$ cat config.mk
export PLATFORM = sky130hd
export DESIGN_NAME = hit_tracker_flat
export DESIGN_NICKNAME = d
export VERILOG_FILES = /design/src/rtl/hit_tracker_if.sv /design/src/rtl/hit_tracker.sv /design/src/flat_wrapper.sv
export SDC_FILE = /design/constraint.sdc
export NUM_CORES = 1
export LEC_CHECK = 0
export CORE_ASPECT_RATIO = 0.6
export CORE_MARGIN = 1
export CORE_UTILIZATION = 48
export CTS_CLUSTER_DIAMETER = 120
export DETAILED_ROUTE_END_ITERATION = 6
export GPL_TIMING_DRIVEN = 0
export PLACE_DENSITY = 0.79
export RECOVER_POWER = 50
export SYNTH_ARGS = -nofsm -noshare
export SYNTH_HDL_FRONTEND = slang
export SYNTH_SLANG_ARGS = --single-unit
$ cat constraint.sdc
create_clock -name clk -period 2.1 [get_ports clk]
set_input_delay 0.42 -clock clk [delete_from_list [all_inputs] [get_ports clk]]
set_output_delay 0.42 -clock clk [all_outputs]
set_load 0.01 [all_outputs]
$ cat src/rtl/hit_tracker_if.sv
// Game-side signal bundle for hit_tracker: light/keypad inputs, game settings
// and the scoring outputs that feed the HEX decoders.
interface hit_tracker_if #(
   parameter int unsigned CNT_W   = 6,
   parameter int unsigned LIVES_W = 2
);
   logic               start;
   logic               light_on;
   logic [3:0]         light_coord;
   logic               valid_key;
   logic [3:0]         key;
   logic [CNT_W-1:0]   max_hits;
   logic [LIVES_W-1:0] total_lives;
   logic [CNT_W-1:0]   total_points;
   logic [CNT_W-1:0]   light_flicks;
   logic [LIVES_W-1:0] lives_left;
   logic               hit;
   logic               miss;
   logic               gameover;

   // Game controller / stimulus side
   modport master (
      output start, light_on, light_coord, valid_key, key, max_hits, total_lives,
      input  total_points, light_flicks, lives_left, hit, miss, gameover
   );

   // Scoring stage side
   modport slave (
      input  start, light_on, light_coord, valid_key, key, max_hits, total_lives,
      output total_points, light_flicks, lives_left, hit, miss, gameover
   );
endinterface

$ cat src/rtl/hit_tracker.sv
// Scoring stage: tracks each light window (light_on high period), credits at
// most one hit per window on a matching key press, counts flicks, misses and
// lives, and raises gameover when the flick limit or lives run out.
module hit_tracker #(
   parameter int unsigned CNT_W   = 6,
   parameter int unsigned LIVES_W = 2
) (
   input logic         clk,
   input logic         reset,
   hit_tracker_if.slave bus
);

   typedef enum logic [1:0] {
      IDLE   = 2'd0,
      ARMED  = 2'd1,
      WINDOW = 2'd2,
      OVER   = 2'd3
   } state_t;

   state_t             state;
   logic [CNT_W-1:0]   total_points;
   logic [CNT_W-1:0]   light_flicks;
   logic [LIVES_W-1:0] lives_left;
   logic               hit_q;
   logic               miss_q;
   logic               gameover_q;
   logic               valid_key_q;
   logic               light_on_q;
   logic               hit_flag;

   logic               key_edge;
   logic               rise;
   logic               fall;
   logic               key_match;
   logic               window_missed;
   logic [CNT_W-1:0]   points_inc;
   logic [CNT_W-1:0]   flicks_inc;
   logic [LIVES_W-1:0] lives_dec;
   logic               end_game;

   // Edge detection, saturating increments and end-of-window decisions
   always_comb begin
      key_edge      = bus.valid_key & ~valid_key_q;
      rise          = bus.light_on & ~light_on_q;
      fall          = ~bus.light_on & light_on_q;
      key_match     = key_edge & (bus.key == bus.light_coord) & ~hit_flag;
      // A hit credited in the closing cycle itself still prevents the miss
      window_missed = ~hit_flag & ~key_match;
      points_inc    = (total_points == '1) ? total_points : total_points + 1'b1;
      flicks_inc    = (light_flicks == '1) ? light_flicks : light_flicks + 1'b1;
      lives_dec     = lives_left;
      if (window_missed && (bus.total_lives != '0) && (lives_left != '0))
         lives_dec = lives_left - 1'b1;
      end_game = ((bus.max_hits != '0) && (flicks_inc == bus.max_hits)) ||
                 ((bus.total_lives != '0) && (lives_dec == '0));
   end

   // Game FSM with registered counters and pulses
   always_ff @(posedge clk) begin
      if (!reset) begin
         state        <= IDLE;
         total_points <= '0;
         light_flicks <= '0;
         lives_left   <= bus.total_lives;
         hit_q        <= 1'b0;
         miss_q       <= 1'b0;
         gameover_q   <= 1'b0;
         valid_key_q  <= 1'b0;
         light_on_q   <= 1'b0;
         hit_flag     <= 1'b0;
      end else begin
         valid_key_q <= bus.valid_key;
         light_on_q  <= bus.light_on;
         hit_q       <= 1'b0;
         miss_q      <= 1'b0;
         case (state)
            IDLE: begin
               lives_left <= bus.total_lives;
               if (bus.start) begin
                  // A rise coinciding with arming opens the window directly
                  if (rise) begin
                     state    <= WINDOW;
                     hit_flag <= 1'b0;
                  end else begin
                     state <= ARMED;
                  end
               end
            end
            ARMED: begin
               if (bus.start && rise) begin
                  state    <= WINDOW;
                  hit_flag <= 1'b0;
               end
            end
            WINDOW: begin
               if (bus.start) begin
                  if (key_match) begin
                     total_points <= points_inc;
                     hit_q        <= 1'b1;
                     hit_flag     <= 1'b1;
                  end
                  if (fall) begin
                     light_flicks <= flicks_inc;
                     miss_q       <= window_missed;
                     lives_left   <= lives_dec;
                     if (end_game) begin
                        state      <= OVER;
                        gameover_q <= 1'b1;
                     end else begin
                        state <= ARMED;
                     end
                  end
               end
            end
            OVER: begin
               gameover_q <= 1'b1;
            end
            default: state <= IDLE;
         endcase
      end
   end

   assign bus.total_points = total_points;
   assign bus.light_flicks = light_flicks;
   assign bus.lives_left   = lives_left;
   assign bus.hit          = hit_q;
   assign bus.miss         = miss_q;
   assign bus.gameover     = gameover_q;

endmodule

$ cat src/flat_wrapper.sv
// flat-port wrapper written by rule: the top's interface ports become plain ports
module hit_tracker_flat 
#(
   parameter int unsigned CNT_W   = 6,
   parameter int unsigned LIVES_W = 2
)
  (clk, reset, bus_start, bus_light_on, bus_light_coord, bus_valid_key, bus_key, bus_max_hits, bus_total_lives, bus_total_points, bus_light_flicks, bus_lives_left, bus_hit, bus_miss, bus_gameover);
  hit_tracker_if #(.CNT_W(CNT_W), .LIVES_W(LIVES_W)) bus_i ();
  input logic clk;
  input logic reset;
  input wire logic [$bits(bus_i.start)-1:0] bus_start;
  input wire logic [$bits(bus_i.light_on)-1:0] bus_light_on;
  input wire logic [$bits(bus_i.light_coord)-1:0] bus_light_coord;
  input wire logic [$bits(bus_i.valid_key)-1:0] bus_valid_key;
  input wire logic [$bits(bus_i.key)-1:0] bus_key;
  input wire logic [$bits(bus_i.max_hits)-1:0] bus_max_hits;
  input wire logic [$bits(bus_i.total_lives)-1:0] bus_total_lives;
  output wire logic [$bits(bus_i.total_points)-1:0] bus_total_points;
  output wire logic [$bits(bus_i.light_flicks)-1:0] bus_light_flicks;
  output wire logic [$bits(bus_i.lives_left)-1:0] bus_lives_left;
  output wire logic [$bits(bus_i.hit)-1:0] bus_hit;
  output wire logic [$bits(bus_i.miss)-1:0] bus_miss;
  output wire logic [$bits(bus_i.gameover)-1:0] bus_gameover;
  assign bus_i.start = bus_start;
  assign bus_i.light_on = bus_light_on;
  assign bus_i.light_coord = bus_light_coord;
  assign bus_i.valid_key = bus_valid_key;
  assign bus_i.key = bus_key;
  assign bus_i.max_hits = bus_max_hits;
  assign bus_i.total_lives = bus_total_lives;
  assign bus_total_points = bus_i.total_points;
  assign bus_light_flicks = bus_i.light_flicks;
  assign bus_lives_left = bus_i.lives_left;
  assign bus_hit = bus_i.hit;
  assign bus_miss = bus_i.miss;
  assign bus_gameover = bus_i.gameover;
  hit_tracker #(.CNT_W(CNT_W), .LIVES_W(LIVES_W)) u_core (.clk(clk), .reset(reset), .bus(bus_i));
endmodule
placement_by_type.png
(6 px per µm)
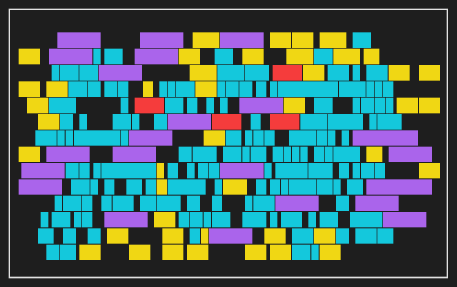
class	color	cells	share of their area
clock drivers and dummy loads	red	4	2.8%
combinational and other logic	cyan	143	52%
other buffers and delay cells	yellow	43	22%
flops	purple	22	24%
final cell utilization of the core: 0.741
Seq/total area: 0.232

layer_met1.png
(8 px per µm)
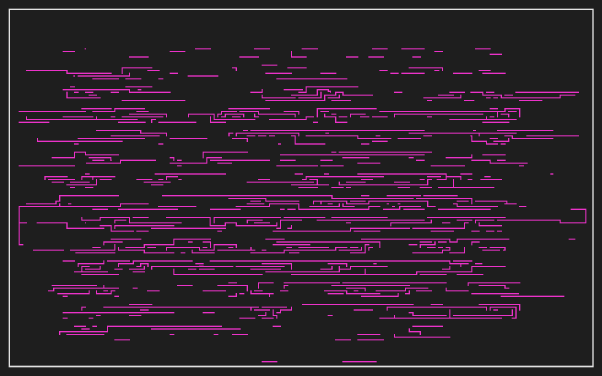
share of all routed wire	48%
wire length on this layer	1790 µm
via count: 1410
routed wire length: 3.71 mm
met1 global-route usage: 0.348

congestion.png
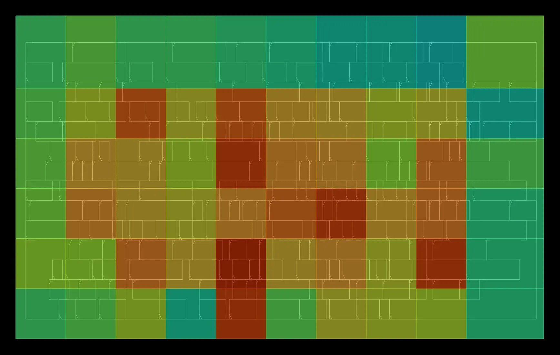
busiest grt layer: met2
met3 Use GR: 0.0501
GRT Total Usage: 0.240

==> flow_summary.yaml <==
# implementation run metrics
placed_design:
  dp_slack_ns: -0.330
  dp.cells: 247
  gp_congestion: 0.872
  place_area_um2: 1850
pwr:
  power_density_nw_per_um2: 660
  p_seq_w: 0.000503
  p_clk_w: 0.000308
  pwr-share-clk: 0.234
  p_comb_w: 0.000502
  max-vdd-ir-drop_uv: 355
  pwr-share-seq: 0.383
  netSwitchingPower_w: 0.000444
  power-top-group: "sequential cells"
  swShare: 0.339
  p_int_w: 0.000868
logic_synthesis:
  top_cells_by_area: "dfxtp_1, ha_1, xor2_1"
  yosysTopAreaCell: "dfxtp_1"
  ys_top_logic_family: "simple AND/OR/NAND/NOR gates"
  synth_cells: 171
  async_flop_share: 0
  ys_chip_area_um2: 1440
  synthTopCellsByCount: "dfxtp_1, nand2_1, nor2_1"
  yosys.cell_count.top_type: "dfxtp_1"
  ys_sh_xor: 0.0850
  ys_seq_frac: 0.319
  synth_cell_types: 46
  synth_flops: 22
  synth_area_per_cell_um2: 8.44
  yosys.area_share.adder: 0.0607
  yosys_warnings: 0
  synthSimpleGateAreaFrac: 0.254
  yosys.area_share.aoi: 0.177
  netlist_area_um2: 1440
worst_setup_path:
  timing.rr.end: "u_core.bus.gameover$_SDFFE_PN0P_"
  regToRegStartpoint: "u_core.bus.light_flicks[0]$_SDFFE_PN0P_"
  cp_slowest_cell: "clkdlybuf4s50_1"
  critPathArrivalTime_ns: 2.22
  cp.depth: 7
  cp_max_fo: 4
  worstSetupPathType: "input port to flop"
  worstPathCellList: "clkdlybuf4s50_1, xor2_1, nor3_2, a2111oi_4, mux2i_1, nor2b_1, a221oi_2"
  required_ns: 2.28
  crit_path_start: "bus_key[2]"
  worst_setup_path_end_kind: "flop"
  cp_num_buf_inv: 1
  worst_setup_path_start_kind: "input port"
  slowest_delay_ns: 0.47
global_route:
  grt_antenna_before_repair: 0
  grt_pass1_vias: 1248
job:
  warning_count: 30
  max_cap_viol_count: 0
finish:
  n_antenna_cell: 0
  reg_top3: "u_core.bus.light_flicks (6), u_core.bus.total_points (6)"
  final_area_um2: 1990
  finalNetCount: 241
  final_cell_mix: "dfxtp_1, nand2_1, nor2_1, clkdlybuf4s50_1, dlygate4sd3_1"
  drive_gt1_frac: 0.132
route:
  first_pass_iters: 4
  met2_wirelength_mm: 1.66
  route.met3.wl_um: 258
  wl_per_cell_um: 14.7
  route.detailed.drc: 0
  final_antenna_net_count: 0
  dr.max_layer_used: "met4"
  drt_iter0_drc: 107
  met1Wirelength_mm: 1.79
  avgViaCountPerCell: 5.60
final_timing:
  clock.fmax_ghz: 0.492
  drv_slew: 0
  min_period_ns: 2.03
  finalSetupTns_ns: 0
  fin_skew_ns: 0.00797
  max_slew_margin: 0.618
  setup_viol: 0
  hold_ws_ns: 0.529
  finalHoldViolCount: 0
status:
  outcome: "finished, final reports clean"
clocking:
  clockRootBuffer: "clkbuf_8"
  cts.sinks: 22
  htreeDepth: 1
  clock_latency_ns: 0.27
  tritoncts: "yes"
  clock_path_buffers: 2
die:
  boundaryPins: 38
  core_um2: 2680
  die_width_um: 72.8
min_path:
  holdPathStages: 2
  worstHoldPathType: "flop to flop"
sizes.png
(6 px per µm)
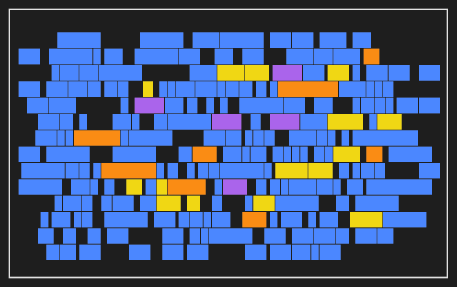
size	color	cells	share	most used
_3 and _4 cells	orange	8	3.8%	buf_4
_0 and _1 cells	blue	184	87%	dfxtp_1
_6 and larger	purple	5	2.4%	clkbuf_8
_2 cells	yellow	15	7.1%	mux2_2
count of non-CTS buffers in the layout: 43
P&R area growth vs syn: 37.7%

detail.png
Region (6, 19) to (31, 44) µm. Cells in gray, sequential cells in the stronger gray; small squares are vias.
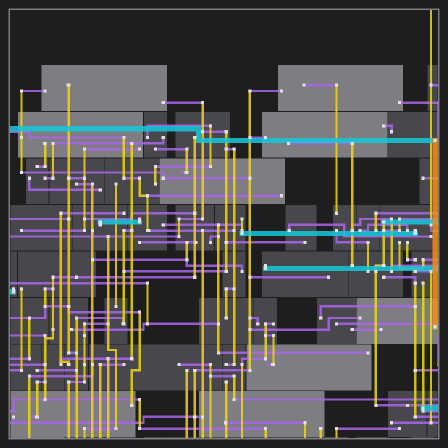
layer	color
metal 4	orange
metal 3	cyan
metal 2	yellow
metal 1	purple
netlist names of flops here include	u_core.bus.total_points (5)
cells with their middle in the window	40
sequential cells in the window	9
most frequent	dfxtp_1 (9), nor2_1 (7), xor2_1 (4)

[final cells by class]
| class | count | area, µm² |
|---|---|---|
| clock buffer | 4 | 55.1 |
| tap | 40 | 50.0 |
| multi-input combinational | 134 | 971 |
| sequential | 22 | 460 |
| inverter | 9 | 33.8 |
| buffer | 5 | 28.8 |
| timing repair buffer | 38 | 388 |
| fill | 189 | 693 |
[worst min-delay path, cell delays in order (launching register included)]
cell	delay, ns
dfxtp_1	0.36
nand2_1	0.08
a21oi_1	0.05
[repair_timing]
action | in CTS | in global routing
pin swaps | 2 | 8
buffers inserted | 1 | 1
resized | 6 | 11
hold buffers | 0 | 0
setup endpoints to repair | 5 | 8
[routing by layer]
metal  up-vias  GRT usage
met3         2     0.0501
met5         -          0
li1        691          -
met2        53      0.368
met4         0     0.0510
met1       664      0.348
Power and IR drop assume default switching activity.
